<file path="src/rtl/alarm_resp_if.sv">
// Purpose : user-input / buzzer bundle between the alarm responder and its
//           surroundings.
// Signals : match, alarm_on, snooze, dismiss -> responder inputs
//           buzz, snoozing, snz_rem          -> responder outputs
// Modports: master drives the inputs and observes the outputs,
//           slave is the responder side.
interface alarm_resp_if #(
    parameter int unsigned CW = 10
) ();
    logic          match;
    logic          alarm_on;
    logic          snooze;
    logic          dismiss;
    logic          buzz;
    logic          snoozing;
    logic [CW-1:0] snz_rem;

    modport master (
        output match, alarm_on, snooze, dismiss,
        input  buzz, snoozing, snz_rem
    );

    modport slave (
        input  match, alarm_on, snooze, dismiss,
        output buzz, snoozing, snz_rem
    );
endinterface

</file>
<file path="src/rtl/alarm_resp.sv">
// Purpose : turns the alarm comparator's "time == alarm" level into a ring
//           sequence with ring timeout, snooze countdown, a limited number of
//           snoozes, and dismiss. One clk cycle is one second.
// Ports   : clk  - 1 Hz pulse, rising edge active
//           rst  - asynchronous, active-high reset
//           bus  - alarm_resp_if.slave (match/alarm_on/snooze/dismiss in,
//                  buzz/snoozing/snz_rem out, all outputs registered)
module alarm_resp #(
    parameter int unsigned RING_SEC   = 60,
    parameter int unsigned SNOOZE_SEC = 540,
    parameter int unsigned MAX_SNZ    = 3,
    parameter int unsigned CW         = 10
) (
    input  logic         clk,
    input  logic         rst,
    alarm_resp_if.slave  bus
);
    localparam int unsigned   UW        = (MAX_SNZ < 1) ? 1 : $clog2(MAX_SNZ + 1);
    localparam logic [CW-1:0] RING_LAST = CW'(RING_SEC - 1);
    localparam logic [CW-1:0] SNZ_LOAD  = CW'(SNOOZE_SEC - 1);
    localparam logic [UW-1:0] SNZ_MAX   = UW'(MAX_SNZ);

    typedef enum logic [1:0] {
        S_IDLE,
        S_RING,
        S_SNOOZE,
        S_DONE
    } state_e;

    state_e        state_q,    state_d;
    logic [CW-1:0] ring_ct_q,  ring_ct_d;
    logic [CW-1:0] snz_ct_q,   snz_ct_d;
    logic [UW-1:0] snz_used_q, snz_used_d;
    logic          buzz_q,     buzz_d;
    logic          snoozing_q, snoozing_d;
    logic [CW-1:0] snz_rem_q,  snz_rem_d;

    // State, counters and output registers
    always_ff @(posedge clk or posedge rst) begin
        if (rst) begin
            state_q    <= S_IDLE;
            ring_ct_q  <= '0;
            snz_ct_q   <= '0;
            snz_used_q <= '0;
            buzz_q     <= 1'b0;
            snoozing_q <= 1'b0;
            snz_rem_q  <= '0;
        end else begin
            state_q    <= state_d;
            ring_ct_q  <= ring_ct_d;
            snz_ct_q   <= snz_ct_d;
            snz_used_q <= snz_used_d;
            buzz_q     <= buzz_d;
            snoozing_q <= snoozing_d;
            snz_rem_q  <= snz_rem_d;
        end
    end

    // Next state, counter updates and output decode
    always_comb begin
        state_d    = state_q;
        ring_ct_d  = ring_ct_q;
        snz_ct_d   = snz_ct_q;
        snz_used_d = snz_used_q;

        case (state_q)
            S_IDLE: begin
                snz_used_d = '0;
                // Level-sensitive: enabling alarm_on mid-minute still rings
                if (bus.match && bus.alarm_on) begin
                    state_d   = S_RING;
                    ring_ct_d = '0;
                end
            end
            S_RING: begin
                if (!bus.alarm_on || bus.dismiss) begin
                    state_d = S_DONE;
                end else if (bus.snooze && (snz_used_q == SNZ_MAX)) begin
                    // Out of snoozes: the press acts as a dismiss
                    state_d = S_DONE;
                end else if (bus.snooze) begin
                    state_d    = S_SNOOZE;
                    snz_ct_d   = SNZ_LOAD;
                    snz_used_d = snz_used_q + UW'(1);
                end else if (ring_ct_q == RING_LAST) begin
                    state_d = S_DONE;
                end else begin
                    ring_ct_d = ring_ct_q + CW'(1);
                end
            end
            S_SNOOZE: begin
                // match is deliberately ignored so ringing resumes after the minute
                if (!bus.alarm_on || bus.dismiss) begin
                    state_d = S_DONE;
                end else if (snz_ct_q == '0) begin
                    state_d   = S_RING;
                    ring_ct_d = '0;
                end else begin
                    snz_ct_d = snz_ct_q - CW'(1);
                end
            end
            S_DONE: begin
                // Hold until the matching minute ends to avoid a retrigger
                if (!bus.match) begin
                    state_d = S_IDLE;
                end
            end
            default: begin
                state_d = S_IDLE;
            end
        endcase

        buzz_d     = (state_d == S_RING);
        snoozing_d = (state_d == S_SNOOZE);
        snz_rem_d  = snoozing_d ? snz_ct_d : '0;
    end

    assign bus.buzz     = buzz_q;
    assign bus.snoozing = snoozing_q;
    assign bus.snz_rem  = snz_rem_q;

endmodule

</file>
<file path="src/flat_wrapper.sv">
// flat-port wrapper written by rule: the top's interface ports become plain ports
module alarm_resp_flat 
#(
    parameter int unsigned RING_SEC   = 60,
    parameter int unsigned SNOOZE_SEC = 540,
    parameter int unsigned MAX_SNZ    = 3,
    parameter int unsigned CW         = 10
)
  (clk, rst, bus_match, bus_alarm_on, bus_snooze, bus_dismiss, bus_buzz, bus_snoozing, bus_snz_rem);
  alarm_resp_if #(.CW(CW)) bus_i ();
  input  logic clk;
  input  logic rst;
  input wire logic [$bits(bus_i.match)-1:0] bus_match;
  input wire logic [$bits(bus_i.alarm_on)-1:0] bus_alarm_on;
  input wire logic [$bits(bus_i.snooze)-1:0] bus_snooze;
  input wire logic [$bits(bus_i.dismiss)-1:0] bus_dismiss;
  output wire logic [$bits(bus_i.buzz)-1:0] bus_buzz;
  output wire logic [$bits(bus_i.snoozing)-1:0] bus_snoozing;
  output wire logic [$bits(bus_i.snz_rem)-1:0] bus_snz_rem;
  assign bus_i.match = bus_match;
  assign bus_i.alarm_on = bus_alarm_on;
  assign bus_i.snooze = bus_snooze;
  assign bus_i.dismiss = bus_dismiss;
  assign bus_buzz = bus_i.buzz;
  assign bus_snoozing = bus_i.snoozing;
  assign bus_snz_rem = bus_i.snz_rem;
  alarm_resp #(.RING_SEC(RING_SEC), .SNOOZE_SEC(SNOOZE_SEC), .MAX_SNZ(MAX_SNZ), .CW(CW)) u_core (.clk(clk), .rst(rst), .bus(bus_i));
endmodule
</file>
<file path="config.mk">
export PLATFORM = sky130hd
export DESIGN_NAME = alarm_resp_flat
export DESIGN_NICKNAME = d
export VERILOG_FILES = /design/src/rtl/alarm_resp_if.sv /design/src/rtl/alarm_resp.sv /design/src/flat_wrapper.sv
export SDC_FILE = /design/constraint.sdc
export NUM_CORES = 1
export LEC_CHECK = 0
export CORE_UTILIZATION = 35
export CTS_CLUSTER_DIAMETER = 50
export DETAILED_ROUTE_END_ITERATION = 7
export PLACE_DENSITY = 0.54
export SYNTH_ARGS = -nofsm -noshare
export SYNTH_HDL_FRONTEND = slang
export SYNTH_SLANG_ARGS = --single-unit
</file>
<file path="constraint.sdc">
create_clock -name clk -period 4.5 [get_ports clk]
set_clock_uncertainty 0.05 [all_clocks]
set_input_delay 0.675 -clock clk [delete_from_list [all_inputs] [get_ports clk]]
set_output_delay 0.675 -clock clk [all_outputs]
set_load 0.02 [all_outputs]
</file>
==> notes.md <==
run metrics: status finished clean, CTS Hold Bufs 0, Critical Path RT 4650 ps, crit path from u_core.snz_ct_q[0]$_DFF_PP0_, CTS resizes 0, met1 wire length 2430 um, Core ar. 5610 sq um, CTS tree built, Tightest Pin Transition 806 ps, post-synthesis xor/xnor area fraction 0%, most common logic cells in the final layout dfrtp_1, nand2_1, clkdlybuf4s50_1, mux share 1.02%, GP Congestion 0.858, most used flip-flop cell dfrtp_1, Global Route met1 Usage 25.2%, CP cell instances inv_1 -> ha_1 -> or4b_2 -> o31ai_1 -> nor2_1 -> o221a_2 -> nor3_1, hold path depth 1, Post-synth seq share 43.4%, met2 GRT Util 25.1%, drt drc 0, ClkCell Share 3.54%, global routing usage on met3 3.33%, Crit Path Class flip-flop to flip-flop, syn avg cell area 9.66 sq um, initial antenna violation count 0, Comb/total area 45.1%, largest net degree at the start of global routing 37
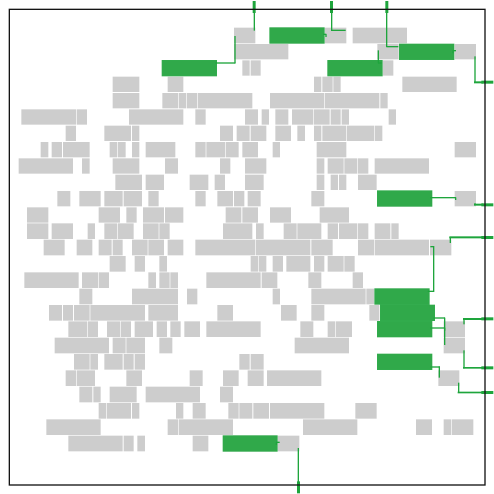
(images/port_nets.png)
(6 px per um)
| port | color | bits | direction | edge | end cells | buffers | wire |
|---|---|---|---|---|---|---|---|
| bus_snz_rem | green | 10 | output | 6 right, 3 top, 1 bottom | 10 | 10 | 87.8 um |
IO Pins: 18
number of port buffers: 17

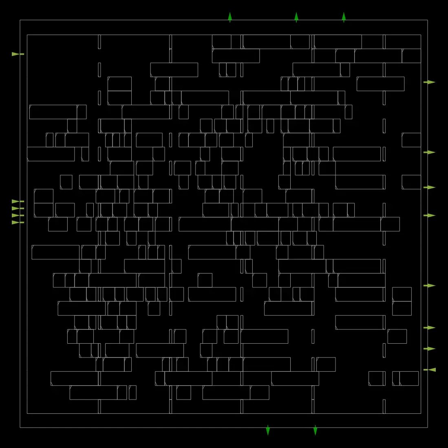
(images/final_placement.png)
Filler Cell Count: 588
final core occ: 42.8%
cell row count: 27
flop share of the area: 37.5%

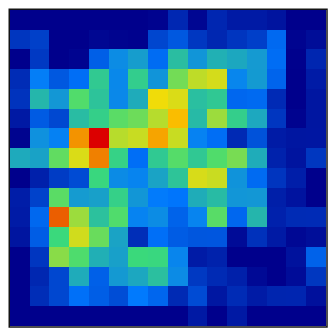
(images/wire_density.png)
(4 px per um) The die is cut into 16 by 16 equal tiles; dark blue is low, red is high, scaled to the fullest tile. Values are wire area over tile area, all layers added.
densest ninth of the die: center
nearly empty tiles: 20%
mean over tiles: 0.12
Total GRT Usage: 17.2%
wire length per cell: 15.6 um
final wirelength: 4800 um

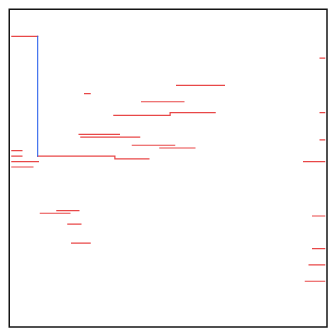
(images/metal_stack.png)
(4 px per um) Only two layers are drawn.
| layer | color | wire length |
|---|---|---|
| met4 | blue | 29.9 um |
| met3 | red | 190 um |
Vias: 1725

